==> images/congestion.png <==
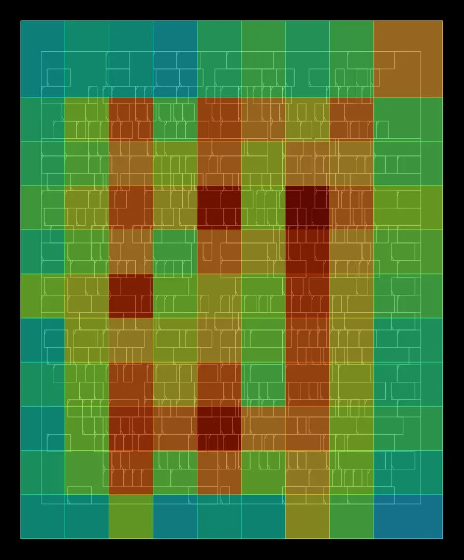
==> images/layer_met3.png <==
Drawn at 3 px/µm.
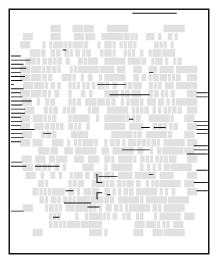
==> images/clk_routes.png <==
Drawn at 4 px/µm.
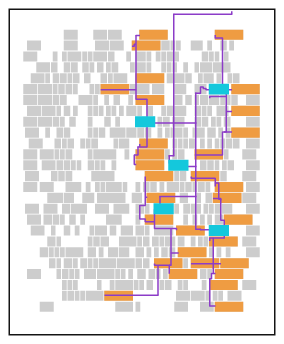
==> images/flops_by_reg.png <==
Drawn at 3 px/µm. Other sequential cells in the stronger gray, the rest of the logic in the fainter gray.
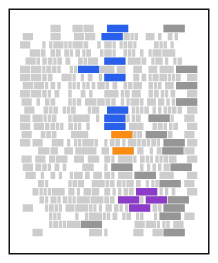
==> images/wires.png <==
Drawn at 3 px/µm.
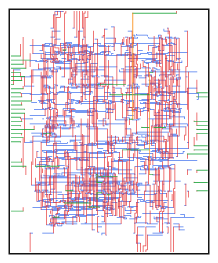
<file path="src/rtl/interval_arbiter_pkg.sv">
// Shared types and defaults for the interval arbiter.
package interval_arbiter_pkg;

  localparam int N_REQ_DEF = 4;
  localparam int WIDTH_DEF = 8;

  typedef enum logic [1:0] {
    IDLE = 2'd0,
    RUN  = 2'd1,
    DONE = 2'd2
  } state_t;

endpackage

</file>
<file path="src/rtl/interval_arbiter_rr.sv">
// Combinational round-robin selector: searches from last_winner+1 upward, wrapping.
module rr_arbiter #(
  parameter int N_REQ = 4,
  parameter int IDXW  = $clog2(N_REQ)
) (
  input  logic [N_REQ-1:0] req,
  input  logic [IDXW-1:0]  last_winner,
  output logic [N_REQ-1:0] grant,
  output logic [IDXW-1:0]  index,
  output logic             valid
);

  logic [IDXW-1:0] cand;

  // first set request at or after last_winner+1 (mod N_REQ) wins
  always_comb begin
    grant = '0;
    index = '0;
    valid = 1'b0;
    cand  = '0;
    for (int k = 1; k <= N_REQ; k++) begin
      cand = IDXW'((int'(last_winner) + k) % N_REQ);
      if (!valid && req[cand]) begin
        valid       = 1'b1;
        index       = cand;
        grant[cand] = 1'b1;
      end
    end
  end

endmodule

</file>
<file path="src/rtl/interval_arbiter.sv">
// Grants one requester for a latched interval of L cycles, then pulses done.
// Arbitration only happens in IDLE; dropping the request mid-interval aborts it.
module interval_arbiter
  import interval_arbiter_pkg::*;
#(
  parameter int N_REQ = N_REQ_DEF,
  parameter int WIDTH = WIDTH_DEF
) (
  input  logic                        clk_i,
  input  logic                        rst_i,
  input  logic [N_REQ-1:0]            req_i,
  input  logic [N_REQ-1:0][WIDTH-1:0] len_i,
  output logic [N_REQ-1:0]            grant_o,
  output logic [N_REQ-1:0]            done_o,
  output logic                        busy_o,
  output logic [WIDTH-1:0]            count_o
);

  localparam int IDXW = $clog2(N_REQ);

  state_t            state, state_next;
  logic [WIDTH-1:0]  len_lat, len_next, count_next, len_sel;
  logic [IDXW-1:0]   winner, winner_next, last_winner, last_next, arb_index;
  logic [N_REQ-1:0]  arb_grant, grant_next, done_next;
  logic              arb_valid, busy_next;

  rr_arbiter #(.N_REQ(N_REQ), .IDXW(IDXW)) u_rr (
    .req         (req_i),
    .last_winner (last_winner),
    .grant       (arb_grant),
    .index       (arb_index),
    .valid       (arb_valid)
  );

  assign len_sel = len_i[arb_index];

  // next-state and next-output computation
  always_comb begin
    state_next  = state;
    grant_next  = grant_o;
    done_next   = '0;
    count_next  = count_o;
    len_next    = len_lat;
    winner_next = winner;
    last_next   = last_winner;
    case (state)
      IDLE: begin
        grant_next = '0;
        count_next = '0;
        if (arb_valid) begin
          state_next  = RUN;
          grant_next  = arb_grant;
          len_next    = (len_sel == '0) ? WIDTH'(1) : len_sel;
          winner_next = arb_index;
          last_next   = arb_index;
        end else begin
          state_next = IDLE;
        end
      end
      RUN: begin
        // a withdrawn request takes precedence over normal completion
        if (!req_i[winner]) begin
          state_next = IDLE;
          grant_next = '0;
          count_next = '0;
        end else if (count_o == len_lat - WIDTH'(1)) begin
          state_next = DONE;
          grant_next = '0;
          done_next  = grant_o;
        end else begin
          count_next = count_o + WIDTH'(1);
        end
      end
      DONE: begin
        state_next = IDLE;
        grant_next = '0;
        count_next = '0;
      end
      default: begin
        state_next = IDLE;
        grant_next = '0;
        count_next = '0;
      end
    endcase
    busy_next = (state_next != IDLE);
  end

  // state and registered outputs
  always_ff @(posedge clk_i) begin
    if (rst_i) begin
      state       <= IDLE;
      grant_o     <= '0;
      done_o      <= '0;
      busy_o      <= 1'b0;
      count_o     <= '0;
      len_lat     <= WIDTH'(1);
      winner      <= '0;
      last_winner <= IDXW'(N_REQ - 1);
    end else begin
      state       <= state_next;
      grant_o     <= grant_next;
      done_o      <= done_next;
      busy_o      <= busy_next;
      count_o     <= count_next;
      len_lat     <= len_next;
      winner      <= winner_next;
      last_winner <= last_next;
    end
  end

endmodule

</file>
<file path="config.mk">
export PLATFORM = sky130hd
export DESIGN_NAME = interval_arbiter
export DESIGN_NICKNAME = d
export VERILOG_FILES = /design/src/rtl/interval_arbiter_pkg.sv /design/src/rtl/interval_arbiter_rr.sv /design/src/rtl/interval_arbiter.sv
export SDC_FILE = /design/constraint.sdc
export NUM_CORES = 1
export LEC_CHECK = 0
export ABC_AREA = 1
export CAP_MARGIN = 25
export CORE_ASPECT_RATIO = 1.25
export CORE_MARGIN = 3
export CORE_UTILIZATION = 52
export CTS_BUF_LIST = sky130_fd_sc_hd__clkbuf_4 sky130_fd_sc_hd__clkbuf_8
export DETAILED_ROUTE_END_ITERATION = 10
export PLACE_DENSITY = 0.83
export SLEW_MARGIN = 40
export SYNTH_ARGS = -nofsm -noshare
export SYNTH_HDL_FRONTEND = slang
export SYNTH_SLANG_ARGS = --single-unit
</file>
<file path="constraint.sdc">
create_clock -name clk_i -period 3.4 [get_ports clk_i]
set_clock_uncertainty 0.05 [all_clocks]
set_input_delay 0.34 -clock clk_i [delete_from_list [all_inputs] [get_ports clk_i]]
set_output_delay 0.34 -clock clk_i [all_outputs]
set_load 0.02 [all_outputs]
</file>
==> flow_summary_export.csv <==
group,metric,value,unit
global_routing,grt_start_max_net_pins,22,
critical_path,crit_type,"reg -> reg",
logic_synthesis,netlist_area,0.00234,mm²
routing,ant_nets,0,
routing,drc,0,
final_layout,comb_area_frac,0.491,
routing,via_per_inst,5.23,
logic_synthesis,top_cell,"nand2_1",
logic_synthesis,yosys-top-cells-area,"dfxtp_1 (27%), nand2_1 (16%), nand3_1 (11%)",
final_layout,postLayoutCoreUtil,0.715,
clocking,clkSlewWorstSetupHoldPaths,0.06,ns
timing,relSlewSlack,0.627,
pwr,leakage,1.35,nW
place,dp_hpwl,4.46,mm
timing,hold_ws,0.398,ns
clocking,clock-root-buffer,"clkbuf_8",
final_layout,clock_buffers,7,
pwr,max-vdd-ir-drop,0.000601,V
routing,routed-wl-met2,2.96,mm
critical_path,critPathBufInv,2,
flow_run,cap_violations,0,
critical_path,cpMostUsedCell,"nand2_1",
clocking,h-tree-depth,2,
timing,setup_tns,0,ns
final_layout,syn2layout_area_growth,28.3,%
clocking,post_cts_buffers,0,
outcome,outcome,"complete, no violations",
critical_path,slowest_stage,"dfxtp_1",
place,place_inst,461,
logic_synthesis,top_area_frac,0.265,
global_routing,grt_pass1_vias,2395,
routing,wl_met1,2.40,mm
die,die_w,66.0,µm
logic_synthesis,postSynthCellCount,358,
timing,max_freq,344,MHz
clocking,clk_latency,0.28,ns
final_layout,seq_cells,31,
final_layout,buffers,54,
place,port_buffers,54,
logic_synthesis,netlist_top_cells_count,"nand2_1 (99), nand3_1 (53), inv_1 (45), dfxtp_1 (31)",
timing,period_minus_slack,2.90,ns
routing,finalWirelength,5.67,mm
pwr,p_total,2.87,mW
final_layout,num-nets-final,460,
die,fp_util,0.557,
die,core,0.00420,mm²
global_routing,grt_use_met1,0.254,
flow_run,warnings,33,
## Picture notes: congestion.png
Routed WL per cell: 12.1 µm
met2 Use GR: 0.427
met3 usage: 0.0401

## Picture notes: layer_met3.png
The wires run mostly horizontal. The layer carries 245 µm of wire. The longest straight run is 14.5 µm. 51 nets have wire on it.

## Picture notes: clk_routes.png
Key: cyan = clock drivers [count 5]; orange = flip-flops [count 31]; purple = clock wires [length 357 µm]
There are 6 routed clock nets.

## Picture notes: flops_by_reg.png
Key: orange = winner [placed flops 2]; purple = grant_o [placed flops 4]; blue = len_lat [placed flops 8]
Another 17 sequential cells are not colored.

## Picture notes: wires.png
Key: blue = metal 1 [wire length 2400 µm]; green = metal 3 [wire length 245 µm]; red = metal 2 [wire length 2960 µm]; orange = metal 4 [wire length 69.4 µm]

state kept, by name (all words and copies together), names as in the netlist:
signal       flops
grant_o          4
busy_o           1
count_o          8
state            2
len_lat          8
last_winner      2
done_o           4
winner           2
cells in the final DEF (no fill, tap or decap), types with 2 or more instances in the layout:
| master | count |
|---|---|
| a21oi_1 | 22 |
| o21ai_0 | 7 |
| o22ai_1 | 3 |
| clkbuf_8 | 7 |
| inv_1 | 45 |
| or2_2 | 3 |
| inv_2 | 2 |
| dfxtp_1 | 31 |
| clkdlybuf4s50_1 | 54 |
| ha_1 | 10 |
| xor2_1 | 9 |
| nand4_1 | 2 |
| nor2_1 | 22 |
| nand2_1 | 99 |
| nand2_4 | 7 |
| nor3_1 | 3 |
| nand3_1 | 53 |
| nand2_2 | 7 |
| nand3_2 | 2 |
| o211ai_1 | 7 |
| xnor2_1 | 2 |
power by group:
group / switching (mW) / internal (mW) / total [mW]
Clock: 0.132 / 0.184 / 0.316
Sequential: 0.0964 / 0.456 / 0.553
Combinational: 1.31 / 0.698 / 2.01
Total: 1.54 / 1.34 / 2.87
logic make-up (layout without fill, tap and decap cells):
| family | after synthesis | in the layout | share of synthesized area |
|---|---|---|---|
| compound gates | 47 | 47 | 0.123 |
| flops | 31 | 31 | 0.265 |
| buf+inv | 56 | 111 | 0.104 |
| xor+xnor | 11 | 11 | 0.0412 |
| fa+ha+maj | 10 | 10 | 0.0535 |
| simple gates | 203 | 203 | 0.413 |
final timing paths:
kind,start,endpoint,slack [ns],depth (start not counted)
min reg2reg,grant_o[1],done_o[1],0.40,2
max,last_winner[0],len_lat[0],0.50,18
min,grant_o[1],done_o[1],0.40,2
max reg2reg,last_winner[0],len_lat[0],0.50,18
tightest hold or removal path: stages, from the launching register on:
cell	delay (ns)
dfxtp_1	0.32
inv_1	0.05
nor2_1	0.03
Power is estimated from default activity; no workload was simulated.
